**Run 1: cell density map**

Drawn at 4 px/µm. The die is cut into 8 by 8 equal tiles; white is low, dark blue is high, 0 to 100% covered.
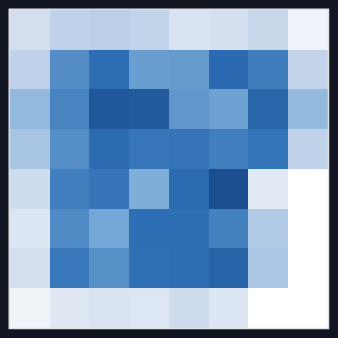
**Run 1: the metal 1 layer**

Drawn at 3 px/µm. Supply wires on this layer in gray.
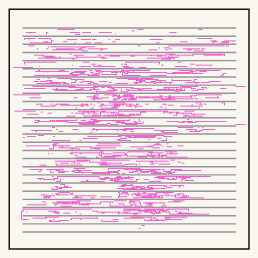
**Run 1: signal wires on met3**

Drawn at 6 px/µm. Cells faint in the background.
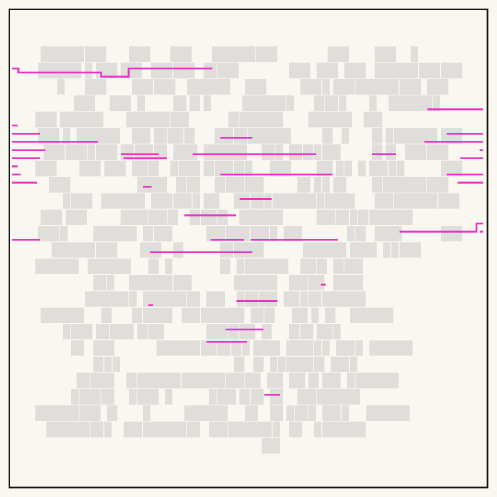
$ cat config.mk
export PLATFORM = sky130hd
export DESIGN_NAME = ps2_keyboard_ctrl_flat
export DESIGN_NICKNAME = d
export VERILOG_FILES = /design/src/rtl/ps2_keyboard_ctrl_pkg.sv /design/src/rtl/ps2_keyboard_ctrl_if.sv /design/src/rtl/ps2_timeout.sv /design/src/rtl/ps2_keyboard_ctrl.sv /design/src/flat_wrapper.sv
export SDC_FILE = /design/constraint.sdc
export NUM_CORES = 1
export LEC_CHECK = 0
export CAP_MARGIN = 15
export CORE_MARGIN = 4
export CORE_UTILIZATION = 49
export DETAILED_ROUTE_END_ITERATION = 16
export PLACE_DENSITY = 0.73
export RECOVER_POWER = 100
export SETUP_SLACK_MARGIN = 0.2
export SLEW_MARGIN = 0
export SYNTH_ARGS = -nofsm -noshare
export SYNTH_HDL_FRONTEND = slang
export SYNTH_SLANG_ARGS = --single-unit
$ cat constraint.sdc
create_clock -name clk -period 7.04 [get_ports clk]
set_input_delay 2.112 -clock clk [delete_from_list [all_inputs] [get_ports clk]]
set_output_delay 2.112 -clock clk [all_outputs]
set_load 0.005 [all_outputs]
$ cat src/rtl/ps2_keyboard_ctrl_pkg.sv
// rtl/ps2_keyboard_ctrl_pkg.sv - shared constants, state encodings and helpers
// Purpose: PS/2 keyboard command/response bytes, controller state encodings,
//          byte and state classification helpers.
// Ports:   none (package)
package ps2_keyboard_ctrl_pkg;

  // Host-to-keyboard commands
  localparam logic [7:0] CMD_RESET    = 8'hFF;
  localparam logic [7:0] CMD_SET_LED  = 8'hED;

  // Keyboard-to-host responses
  localparam logic [7:0] RSP_ACK      = 8'hFA;
  localparam logic [7:0] RSP_RESEND   = 8'hFE;
  localparam logic [7:0] RSP_BAT_FAIL = 8'hFC;
  localparam logic [7:0] RSP_BAT_OK   = 8'hAA;
  localparam logic [7:0] RSP_ECHO     = 8'hEE;

  // Controller states
  localparam logic [3:0] RST_SEND    = 4'd0;
  localparam logic [3:0] RST_ACK     = 4'd1;
  localparam logic [3:0] RST_BAT     = 4'd2;
  localparam logic [3:0] IDLE        = 4'd3;
  localparam logic [3:0] LED_CMD     = 4'd4;
  localparam logic [3:0] LED_CMD_ACK = 4'd5;
  localparam logic [3:0] LED_VAL     = 4'd6;
  localparam logic [3:0] LED_VAL_ACK = 4'd7;
  localparam logic [3:0] ERROR       = 4'd8;

  // States that wait for a keyboard response and run the timeout
  function automatic logic is_wait_state(input logic [3:0] s);
    return (s == RST_ACK) || (s == RST_BAT) || (s == LED_CMD_ACK) || (s == LED_VAL_ACK);
  endfunction

  // Protocol responses are consumed by the controller; everything else is a scancode
  function automatic logic is_scancode(input logic [7:0] b);
    return !((b == RSP_ACK) || (b == RSP_RESEND) || (b == RSP_ECHO));
  endfunction

endpackage

$ cat src/rtl/ps2_keyboard_ctrl_if.sv
// rtl/ps2_keyboard_ctrl_if.sv - controller <-> PS/2 transceiver byte interface
// Purpose: groups the byte-level handshake with the PS/2 transceiver.
// Signals: ps2_write/ps2_tx_data  controller -> transceiver transmit request
//          ps2_read/ps2_rx_data   transceiver -> controller received byte pulse
//          ps2_busy               transceiver not idle
// Modports: master = controller side, slave = transceiver side
interface ps2_keyboard_ctrl_if;
  logic       ps2_write;
  logic [7:0] ps2_tx_data;
  logic       ps2_read;
  logic [7:0] ps2_rx_data;
  logic       ps2_busy;

  modport master (output ps2_write, ps2_tx_data, input ps2_read, ps2_rx_data, ps2_busy);
  modport slave  (input ps2_write, ps2_tx_data, output ps2_read, ps2_rx_data, ps2_busy);
endinterface

$ cat src/rtl/ps2_timeout.sv
// rtl/ps2_timeout.sv - response timeout down-counter
// Purpose: holds LOAD_VALUE while load=1, counts down while enable=1,
//          flags expiry once the count reaches zero.
// Ports:   clk, rst (sync, active high), load, enable in; expired out
module ps2_timeout #(
  parameter int              WIDTH      = 24,
  parameter logic [WIDTH-1:0] LOAD_VALUE = '0
) (
  input  logic clk,
  input  logic rst,
  input  logic load,
  input  logic enable,
  output logic expired
);
  logic [WIDTH-1:0] count;

  always_ff @(posedge clk) begin
    if (rst || load) begin
      count <= LOAD_VALUE;
    end else if (enable && (count != '0)) begin
      count <= count - 1'b1;
    end
  end

  assign expired = enable && (count == '0);
endmodule

$ cat src/rtl/ps2_keyboard_ctrl.sv
// rtl/ps2_keyboard_ctrl.sv - PS/2 keyboard initialisation, LED update and scancode controller
// Purpose: resets the keyboard (0xFF, expect 0xFA then 0xAA), services LED update
//          requests (0xED + value), forwards scancodes, retries on 0xFE/timeout.
// Ports:   clk, rst            clock, sync active-high reset
//          ps2 (master)        byte handshake with the PS/2 transceiver
//          led_req, led_val    LED update request and {caps, num, scroll}
//          led_ack             one-cycle pulse when the LED update completes
//          code_valid, code    forwarded scancode byte (latency 1 from ps2_read)
//          ready, error        keyboard initialised / sticky failure
module ps2_keyboard_ctrl
  import ps2_keyboard_ctrl_pkg::*;
#(
  parameter logic [23:0] RESP_TIMEOUT = 24'd12000000,
  parameter logic [1:0]  MAX_RETRY    = 2'd3
) (
  input  logic                 clk,
  input  logic                 rst,
  ps2_keyboard_ctrl_if.master  ps2,
  input  logic                 led_req,
  input  logic [2:0]           led_val,
  output logic                 led_ack,
  output logic                 code_valid,
  output logic [7:0]           code,
  output logic                 ready,
  output logic                 error
);
  logic [3:0] state;
  logic [1:0] retry_cnt;
  logic [2:0] led_latch;
  logic       in_wait;
  logic       tmo_expired;
  logic       step_done;
  logic       resend;
  logic       forward;
  logic [7:0] send_byte;
  logic [3:0] ack_state;
  logic [3:0] retry_state;
  logic [7:0] rx;

  assign rx = ps2.ps2_rx_data;

  // Held loaded outside wait states; the extra reload on step_done covers
  // the direct wait-to-wait step RST_ACK -> RST_BAT.
  ps2_timeout #(
    .WIDTH      (24),
    .LOAD_VALUE (RESP_TIMEOUT)
  ) u_timeout (
    .clk     (clk),
    .rst     (rst),
    .load    (!in_wait || step_done),
    .enable  (in_wait),
    .expired (tmo_expired)
  );

  always_comb begin
    in_wait     = is_wait_state(state);
    send_byte   = CMD_RESET;
    ack_state   = RST_ACK;
    retry_state = RST_SEND;
    case (state)
      LED_CMD:     begin send_byte = CMD_SET_LED;         ack_state = LED_CMD_ACK; end
      LED_VAL:     begin send_byte = {5'b0, led_latch};   ack_state = LED_VAL_ACK; end
      LED_CMD_ACK: retry_state = LED_CMD;
      LED_VAL_ACK: retry_state = LED_VAL;
      default:     ;
    endcase

    step_done = 1'b0;
    if (ps2.ps2_read) begin
      case (state)
        RST_ACK, LED_CMD_ACK, LED_VAL_ACK: step_done = (rx == RSP_ACK);
        RST_BAT:                           step_done = (rx == RSP_BAT_OK);
        default:                           ;
      endcase
    end

    // A received byte masks a simultaneous expiry; the counter stays at zero,
    // so an unrelated byte only delays the resend by one cycle.
    resend = in_wait && (ps2.ps2_read
                         ? ((rx == RSP_RESEND) || ((state == RST_BAT) && (rx == RSP_BAT_FAIL)))
                         : tmo_expired);

    forward = ps2.ps2_read && is_scancode(rx) &&
              ((state == IDLE) || (state == LED_CMD) || (state == LED_CMD_ACK) ||
               (state == LED_VAL) || (state == LED_VAL_ACK));
  end

  always_ff @(posedge clk) begin
    if (rst) begin
      state           <= RST_SEND;
      retry_cnt       <= '0;
      led_latch       <= '0;
      ps2.ps2_write   <= 1'b0;
      ps2.ps2_tx_data <= '0;
      led_ack         <= 1'b0;
      code_valid      <= 1'b0;
      code            <= '0;
    end else begin
      led_ack    <= 1'b0;
      code_valid <= forward;
      if (forward) begin
        code <= rx;
      end

      case (state)
        RST_SEND, LED_CMD, LED_VAL: begin
          if (!ps2.ps2_write && !ps2.ps2_busy) begin
            ps2.ps2_write   <= 1'b1;
            ps2.ps2_tx_data <= send_byte;
          end else if (ps2.ps2_write && ps2.ps2_busy) begin
            ps2.ps2_write <= 1'b0;
            state         <= ack_state;
          end
        end

        RST_ACK, RST_BAT, LED_CMD_ACK, LED_VAL_ACK: begin
          if (step_done) begin
            retry_cnt <= '0;
            case (state)
              RST_ACK:     state <= RST_BAT;
              LED_CMD_ACK: state <= LED_VAL;
              LED_VAL_ACK: begin state <= IDLE; led_ack <= 1'b1; end
              default:     state <= IDLE;
            endcase
          end else if (resend) begin
            if (retry_cnt == MAX_RETRY) begin
              state <= ERROR;
            end else begin
              retry_cnt <= retry_cnt + 2'd1;
              state     <= retry_state;
            end
          end
        end

        IDLE: begin
          // The requester still holds led_req during the led_ack cycle;
          // do not take that as a fresh request.
          if (led_req && !led_ack) begin
            led_latch <= led_val;
            state     <= LED_CMD;
          end
        end

        ERROR: ;

        default: state <= RST_SEND;
      endcase
    end
  end

  assign ready = (state == IDLE);
  assign error = (state == ERROR);
endmodule

$ cat src/flat_wrapper.sv
// flat-port wrapper written by rule: the top's interface ports become plain ports
module ps2_keyboard_ctrl_flat import ps2_keyboard_ctrl_pkg::*;
#(
  parameter logic [23:0] RESP_TIMEOUT = 24'd12000000,
  parameter logic [1:0]  MAX_RETRY    = 2'd3
)
  (clk, rst, led_req, led_val, led_ack, code_valid, code, ready, error, ps2_ps2_write, ps2_ps2_tx_data, ps2_ps2_read, ps2_ps2_rx_data, ps2_ps2_busy);
  ps2_keyboard_ctrl_if ps2_i ();
  input  logic clk;
  input  logic rst;
  input  logic led_req;
  input  logic [2:0] led_val;
  output logic led_ack;
  output logic code_valid;
  output logic [7:0] code;
  output logic ready;
  output logic error;
  output wire logic [$bits(ps2_i.ps2_write)-1:0] ps2_ps2_write;
  output wire logic [$bits(ps2_i.ps2_tx_data)-1:0] ps2_ps2_tx_data;
  input wire logic [$bits(ps2_i.ps2_read)-1:0] ps2_ps2_read;
  input wire logic [$bits(ps2_i.ps2_rx_data)-1:0] ps2_ps2_rx_data;
  input wire logic [$bits(ps2_i.ps2_busy)-1:0] ps2_ps2_busy;
  assign ps2_ps2_write = ps2_i.ps2_write;
  assign ps2_ps2_tx_data = ps2_i.ps2_tx_data;
  assign ps2_i.ps2_read = ps2_ps2_read;
  assign ps2_i.ps2_rx_data = ps2_ps2_rx_data;
  assign ps2_i.ps2_busy = ps2_ps2_busy;
  ps2_keyboard_ctrl #(.RESP_TIMEOUT(RESP_TIMEOUT), .MAX_RETRY(MAX_RETRY)) u_core (.clk(clk), .rst(rst), .ps2(ps2_i), .led_req(led_req), .led_val(led_val), .led_ack(led_ack), .code_valid(code_valid), .code(code), .ready(ready), .error(error));
endmodule
==> flow_summary.ini, run 1 <==
; yosys + openroad results
[grt]
grt_antenna_before_repair = 0
busiest_layer = met2
grt_util_met1_pct = 23.5
grt_use_met3_pct = 3.39
grt_pass1_vias = 1940
grt_pass1_wl_um = 8740
grt_overflow_total = 0
global_route.usage.met2_pct = 26.1

[sta]
final_max_slew_viol_count = 0
fmax_ghz = 0.226
setup_viol = 0
grt_setup_unrepaired = no
fin_crit_sh_pct = 62.8
clock_skew_ps = 8.35
holdWs_ps = 472
min_period_ps = 4420
finalWorstSetupSlack_ps = 2620

[layout]
largest_reg_flops = 24
flops = 49
seqCellArea_um2 = 981
regMostFlops = u_core.u_timeout.count
layout.nonclk_buf_share_pct = 12.4
n_fill_cell = 423
fin_cells = 382
diodes = 0
nClkBuffers = 5
nets = 335
seqAreaFraction_pct = 33.5
final_cell_mix = 49 x dfxtp_1, 40 x nor2_1, 25 x dlygate4sd3_1
num-nonclk-inverters = 7
n_all_buffers = 37
mostFrequentLayoutCell = dfxtp_1
reg_top3 = u_core.u_timeout.count x24, u_core.code x8, u_core.ps2.ps2_tx_data x5
logic_gate_count = 214
drive_above_1_share_pct = 5.40
fin_area_um2 = 2930
syn_to_final_growth_pct = 17.2
dominant_cells = logic gates

[logic_synthesis]
syn_area_um2 = 2500
numSynthFlops = 49
area_leaders = dfxtp_1 39%, mux2i_1 6.8%, nor2_1 6.0%, xor2_1 3.2%, nor3_1 3.0%
ys_cells = 287
aoi_share_pct = 11.9
ys_sh_xor_pct = 4.90
mux_share_pct = 7.25
yosysWarnings = 0
ys_sh_simple_pct = 29.8
synthAdderAreaFrac_pct = 2.50
topCombFamilyByArea = simple AND/OR/NAND/NOR gates
ys.flop_type = dfxtp_1
ys_types = 54
synth_area_per_cell_um2 = 8.71
syn-num-nets = 308
async_flop_share_pct = 0
yosysTopAreaCellShare_pct = 39.2

[setup_path]
path_common_cell = or3_1
cp.depth = 7
reg2regPathDepth = 6
crit_chain = dlygate4sd3_1 -> or3_1 -> mux2_1 -> or3_1 -> o311ai_0 -> or3b_1 -> a21oi_1
worstPathRequired_ps = 7260
setup.worst_path.start = ps2_ps2_rx_data[4]
cp_slowest_cell = dlygate4sd3_1
cp-endpoint = u_core.state[2]
timing.rr.end = u_core.state[2]
crit_family = simple AND/OR/NAND/NOR gates
crit_buf_inv = 1
r2r_start = u_core.u_timeout.count[16]
worstPathMaxFanout = 5
rrSetupSlack_ps = 4190
start_kind = input port
cpPeakStageDelay_ps = 600

[routing]
wl_met1_um = 2420
drc_errors = 0
met3WireLength_um = 260
via_count = 2126
first_pass_iters = 4
wl_met2_um = 2270
ant_nets = 0
topRoutingLayerUsed = met4
via_per_inst = 5.57
routedWlPerCell_um = 13.1
routed_wl_um = 5010
drt_iter0_markers = 177

[power_and_ir_drop]
power_leader = registers
comb_power_share_pct = 26.9
p_leak_uw = 0.00102
total_power_uw = 651
p_switching_uw = 214
irDropWorstVdd_mv = 0.115
power_frac_seq_pct = 47.5

[job]
drv_cap = 0

[clocking]
post_cts_resized = 0
clkTransAtPathRegs_ps = 90
cts_sinks = 49
cts_hold_buf = 0
root_buffer = clkbuf_8
cts_buffer_depth = 2
cts_tree = built
insertion_delay_ps = 300

[place]
dp_cells = 374
pre_cts_slack_ps = 2490
dpl-instance-area_um2 = 2870

[worst_hold_path]
hold_end = u_core.u_timeout.count[19]
hold_path_startpoint = u_core.u_timeout.count[19]
whs_path_depth = 2
hold_path_class = flop to flop

[floorplanning]
num_rows = 25
tap_cells = 67
initial_utilization_pct = 51.6
dieArea_um2 = 6310
io_pins = 37
die_x_um = 79.4
die_h_um = 79.4
core_area_um2 = 4850

[outcome]
status = finished clean
Notes on 'cell density map' above:
tiles over 75% full: 14%
densest ninth of the die: center
mean over tiles: 45%
fullest tile: 88%
emptiest ninth of the die: lower right

Notes on 'the metal 1 layer' above:
longest straight run: 23.0 µm
share of all routed wire: 48%
wire length on this layer: 2420 µm

Notes on 'signal wires on met3' above:
share of all routed wire: 5.2%
main direction: horizontal
wire length on this layer: 260 µm
longest straight run: 20.2 µm

==> run 2: changes to the inputs <==
==> constraint.sdc (replaced) <==
create_clock -name clk -period 4.5 [get_ports clk]
set_input_delay 1.35 -clock clk [delete_from_list [all_inputs] [get_ports clk]]
set_output_delay 1.35 -clock clk [all_outputs]
set_load 0.005 [all_outputs]
**Run 2: clock distribution**

Drawn at 4 px/µm.
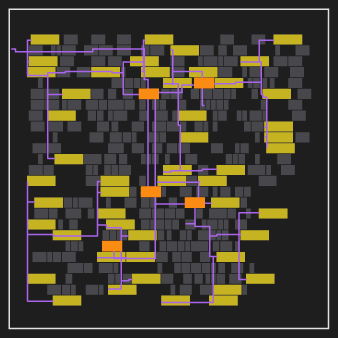
legend:
  orange:
    item: cells driving clock nets
    count: 5
  yellow:
    item: flip-flops
    count: 49
  purple:
    item: clock wires
    length: 574 µm
routed clock nets: 6
flops lie: all over the die
Clock power frac: 25.0%
Clk Latency, worst-skew pair: 300 ps
Final Skew: 5.30 ps
Clock net power: 254 µW

**Run 2: the metal 1 layer**

Drawn at 3 px/µm. Supply wires on this layer in gray.
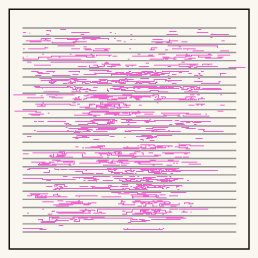
nets with wire on the layer: 308
main direction: horizontal
longest straight run: 22.5 µm
wire length on this layer: 2530 µm
met1 Use GR: 23.2%
vias after detailed routing: 2128
total routed wirelength: 5260 µm

==> flow_summary.ini, run 2 <==
; yosys + openroad results
[outcome]
status = finished clean

[job]
drv_cap = 0

[sta]
finalWorstSetupSlack_ps = 917
setup_viol = 0
fmax_ghz = 0.279
min_period_ps = 3580
fin_crit_sh_pct = 79.6
final_max_slew_viol_count = 0
grt_setup_unrepaired = no

[layout]
nClkBuffers = 6
final_cell_mix = 49 x dfxtp_1, 40 x nor2_1, 26 x dlygate4sd3_1
seqAreaFraction_pct = 33.4
n_all_buffers = 38
layout.nonclk_buf_share_pct = 12.7
flops = 49
fin_area_um2 = 2940
fin_cells = 383
regMostFlops = u_core.u_timeout.count
drive_above_1_share_pct = 5.38
seqCellArea_um2 = 981
reg_top3 = u_core.u_timeout.count x24, u_core.code x8, u_core.ps2.ps2_tx_data x5
fin_util_pct = 60.6
syn_to_final_growth_pct = 17.4
n_fill_cell = 451
mostFrequentLayoutCell = dfxtp_1
logic_gate_count = 214
dominant_cells = logic gates
largest_reg_flops = 24
diodes = 0
nets = 336
num-nonclk-inverters = 7

[clocking]
cts_buffer_depth = 2
cts_sinks = 49
post-cts-setup-buffers = 0
root_buffer = clkbuf_8
cts_hold_buf = 0
cts_tree = built
clkTransAtPathRegs_ps = 90
post_cts_resized = 0

[logic_synthesis]
numSynthFlops = 49
ys_sh_simple_pct = 29.8
ys_types = 54
syn-num-nets = 308
yosysTopAreaCellShare_pct = 39.2
synthAdderAreaFrac_pct = 2.50
yosysWarnings = 0
ys_cells = 287
ys_sh_xor_pct = 4.90
ys.flop_type = dfxtp_1
area_leaders = dfxtp_1 39%, mux2i_1 6.8%, nor2_1 6.0%, xor2_1 3.2%, nor3_1 3.0%
mux_share_pct = 7.25
syn_area_um2 = 2500
async_flop_share_pct = 0
aoi_share_pct = 11.9

[floorplanning]
core_area_um2 = 4850
die_h_um = 79.4
num_rows = 25
die_x_um = 79.4
initial_utilization_pct = 51.6
tap_cells = 67
io_pins = 37

[power_and_ir_drop]
p_leak_uw = 0.00102
comb_power_share_pct = 27.4
p_switching_uw = 335
pg_seq_uw = 484
irDropWorstVdd_mv = 0.142
total_power_uw = 1020
power_frac_seq_pct = 47.6
power_leader = registers

[setup_path]
cp.depth = 7
end_kind = flop
r2r_start = u_core.u_timeout.count[16]
rrSetupSlack_ps = 1730
start_kind = input port
setup.worst_path.start = ps2_ps2_rx_data[4]
timing.rr.end = u_core.state[2]
critical_path_class = input port to flop
worstPathMaxFanout = 5
crit_buf_inv = 1
cp_slowest_cell = dlygate4sd3_1
reg2regPathDepth = 6
cp-endpoint = u_core.state[2]
crit_chain = dlygate4sd3_1 -> or3_1 -> mux2_1 -> or3_1 -> o311ai_0 -> or3b_1 -> a21oi_1
cpPeakStageDelay_ps = 600
worstPathRequired_ps = 4740
crit_family = simple AND/OR/NAND/NOR gates
path_common_cell = or3_1

[place]
pre_cts_slack_ps = 757
port-buffer-count = 36
gp_congestion = 0.763
dpl-instance-area_um2 = 2880
dp_cells = 375

[routing]
routedWlPerCell_um = 13.7
topRoutingLayerUsed = met4
drc_errors = 0
ant_nets = 0
wl_met1_um = 2530
drt_iter0_markers = 192
met3WireLength_um = 239
wl_met2_um = 2410

[grt]
grt_max_degree = 30
global_route.usage.met2_pct = 27.9
grt_antenna_before_repair = 0
grt_use_met3_pct = 4.06
grt_pass1_vias = 1948
grt_overflow_total = 0
busiest_layer = met2
grt_pass1_wl_um = 9070

[worst_hold_path]
hold_end = u_core.u_timeout.count[19]
whs_path_depth = 2
hold_path_startpoint = u_core.u_timeout.count[19]
hold_path_class = flop to flop
No activity file was given, so power comes from the tool's default toggle rates.
